==> config.mk <==
export PLATFORM = sky130hd
export DESIGN_NAME = piso_serializer_tx
export DESIGN_NICKNAME = d
export VERILOG_FILES = /design/src/rtl/piso_serializer_tx.sv
export SDC_FILE = /design/constraint.sdc
export NUM_CORES = 1
export LEC_CHECK = 0
export CELL_PAD_IN_SITES_DETAIL_PLACEMENT = 1
export CELL_PAD_IN_SITES_GLOBAL_PLACEMENT = 1
export CORE_ASPECT_RATIO = 1.2
export CORE_UTILIZATION = 28
export DETAILED_ROUTE_END_ITERATION = 16
export PLACE_DENSITY_LB_ADDON = 0.1
export RECOVER_POWER = 25
export SETUP_SLACK_MARGIN = 0.05
export SKIP_LAST_GASP = 1
export SLEW_MARGIN = 20
export SYNTH_ARGS = -nofsm -noshare
export SYNTH_HDL_FRONTEND = slang
export SYNTH_SLANG_ARGS = --single-unit
==> constraint.sdc <==
create_clock -name clk_i -period 1.4 [get_ports clk_i]
set_clock_uncertainty 0.1 [all_clocks]
set_input_delay 0.14 -clock clk_i [delete_from_list [all_inputs] [get_ports clk_i]]
set_output_delay 0.14 -clock clk_i [all_outputs]
set_load 0.05 [all_outputs]
### Clock wiring as the flow saved it

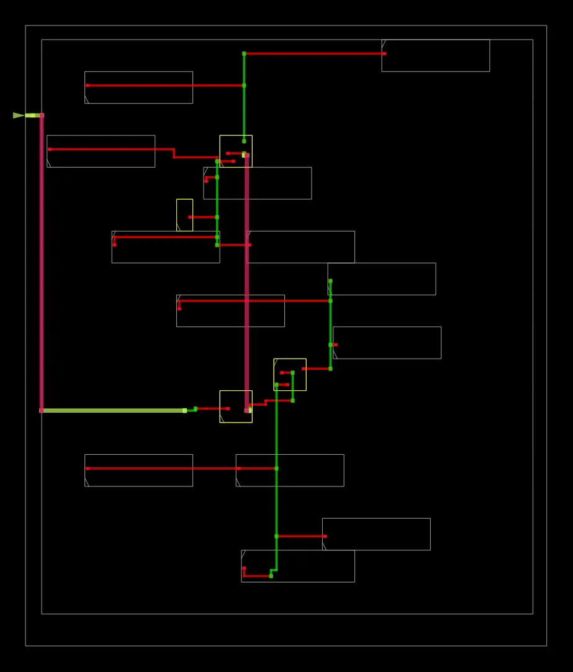
CTS Sinks: 13
clk_buf instances: 4
Clk. pwr: 0.239 mW
CTS Buf Count: 3

### Port wiring

(10 px per um)
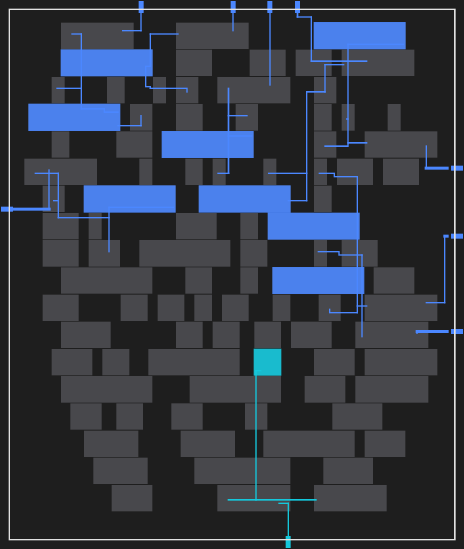
blue -> parOut_o  # bits 8, direction output, edge 4 top, 3 right, 1 left, end cells 8, wire 194 um
cyan -> bitValid_o  # bits 1, direction output, edge bottom, end cells 1, wire 26.3 um
I/O pin count: 23
# port buffers: 22

### Signal wires by layer

(8 px per um)
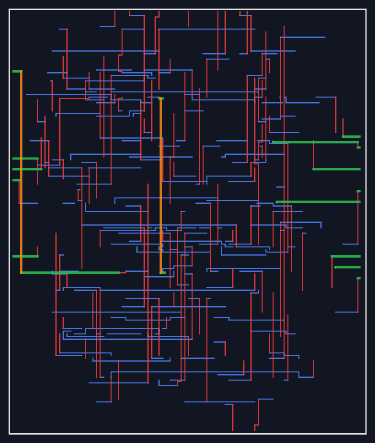
green -> met3  # wire length 59.6 um
orange -> met4  # wire length 46.9 um
blue -> met1  # wire length 729 um
red -> met2  # wire length 725 um
via count: 566
all-layer global routing usage: 0.1615

### Register map, names as in the netlist

(4 px per um)
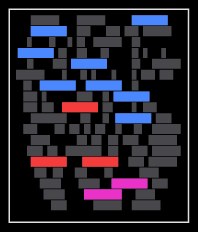
magenta -> state_q  # sequential cells 2
blue -> parOut_o  # sequential cells 8
red -> cnt_q  # sequential cells 3
Seq group: 0.753 mW
Util after Layout: 0.5757
register share of the cell area: 0.2768
sequential cell area: 326.6 um2

### Selected gate families

(8 px per um)
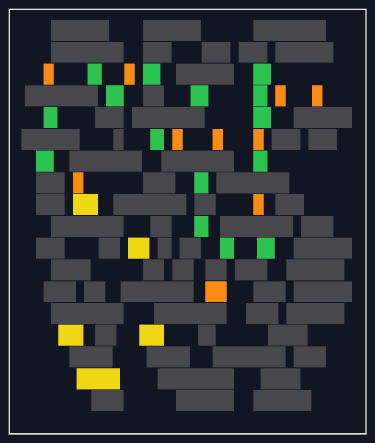
green -> inverting AOI/OAI gates  # cells 15
yellow -> AND-OR and OR-AND gates  # cells 5, where lower left
orange -> inverters  # cells 10
Non-Filler Instances: 123
Comb area share: 0.2439

==> Slide: Implementation Results <==
Synthesis and Place & Route Summary

Logic synthesis
  – Post-synthesis simple-gate area fraction: 0.06625
  – Main area contributors: dfrtp_1 (54%), o22ai_1 (7.2%), inv_1 (6.2%)
  – Register share after synthesis: 0.5383

Clocking
  – CTS root buf: clkbuf_4
  – Htree depth: 1
  – CTS max path bufs: 2

Detailed routing
  – Drt first pass iters: 2

Status
  – Status: complete, but fails checks
  – Failing checks: setup timing

Critical path
  – CP Data Required Time: roughly 1.5 ns
  – Crit-path slowest cell: dfrtp_1
  – Cell depth of the worst setup path: 4
  – Worst R2R Setup Slack: -0.05 ns
  – Max incr delay on CP: about 0.43 ns
  – CP Capture Type: flip-flop
  – Worst Setup Path Type: reg2reg
  – Crit-path leading delay family: flip-flops
  – Worst R2R Path Depth: 4

Floorplanning
  – Cell Rows: 18
  – Num tapcells: 30
  – Die width: between 40 and 50 um
  – FP Util: 0.2949

Timing
  – Setup violators final: 3
  – Worst setup margin: -0.04552 ns
  – Final Hold Fails: 0
  – Final critical-path required period: between 1 and 1.5 ns

Pwr
  – Part of the power in registers: 0.235

Worst hold path
  – Hold Crit Class: in2async

Layout
  – FILL cells: 211
synth_stat cells:
| cell type | n |
|---|---|
| dfrtp_1 | 13 |
| o21ai_0 | 1 |
| nand2b_1 | 2 |
| a21o_1 | 2 |
| and2_1 | 1 |
| mux2_2 | 2 |
| a21oi_1 | 7 |
| o22ai_1 | 7 |
| ha_1 | 2 |
| nor2b_1 | 1 |
| nor3_1 | 1 |
| buf_6 | 1 |
| inv_1 | 10 |
| buf_2 | 2 |
| nor2_2 | 1 |
| buf_4 | 1 |
| a22o_1 | 3 |
| nor2_1 | 1 |
power groups by stage:
stage | Combinational, mW | Sequential, mW | Clock, mW
CTS | 2.08 | 0.743 | 0.247
finish | 2.21 | 0.753 | 0.239
detailed placement | 1.96 | 0.749 | 0
global route | 2.34 | 0.780 | 0.271
global placement | 1.91 | 0.743 | 0
floorplan | 0.748 | 1.04 | 0
metrics by stage:
stage	instance area (um2)	hold slack, ns	worst slack, ns	total power, mW	cells
after floorplan	634.4	-0.08304	0.0001390	1.784	58
after global placement	1028	0.4068	0.002275	2.654	112
after detailed placement	1028	0.4140	-0.03799	2.708	112
after CTS	1112	0.1108	-0.04278	3.069	120
after global routing	1180	0.2695	-0.07565	3.388	123
final	1180	0.2359	-0.04552	3.198	123
worst register-to-register path, stage by stage (launching register included):
cell and delay, ns:
dfrtp_1 0.43, ha_4 0.18, ha_4 0.20, mux2_4 0.26, a22o_1 0.17
what timing repair did:
| item | CTS | global route |
|---|---|---|
| endpoints found under the setup margin | 13 | 13 |
| hold buffers | 0 | 0 |
| resized | 8 | 9 |
| setup buffers | 4 | 6 |
| pin swaps | 0 | 3 |
metal layers:
layer,vias up,routed length (um),global-route usage
met2,17,725,0.2279
met1,275,728,0.2108
met4,0,46,0.1212
li1,270,-,-
met5,-,0,0
met3,4,59,0.03754
Power figures rest on the tool's default switching activity, not on a simulated workload.
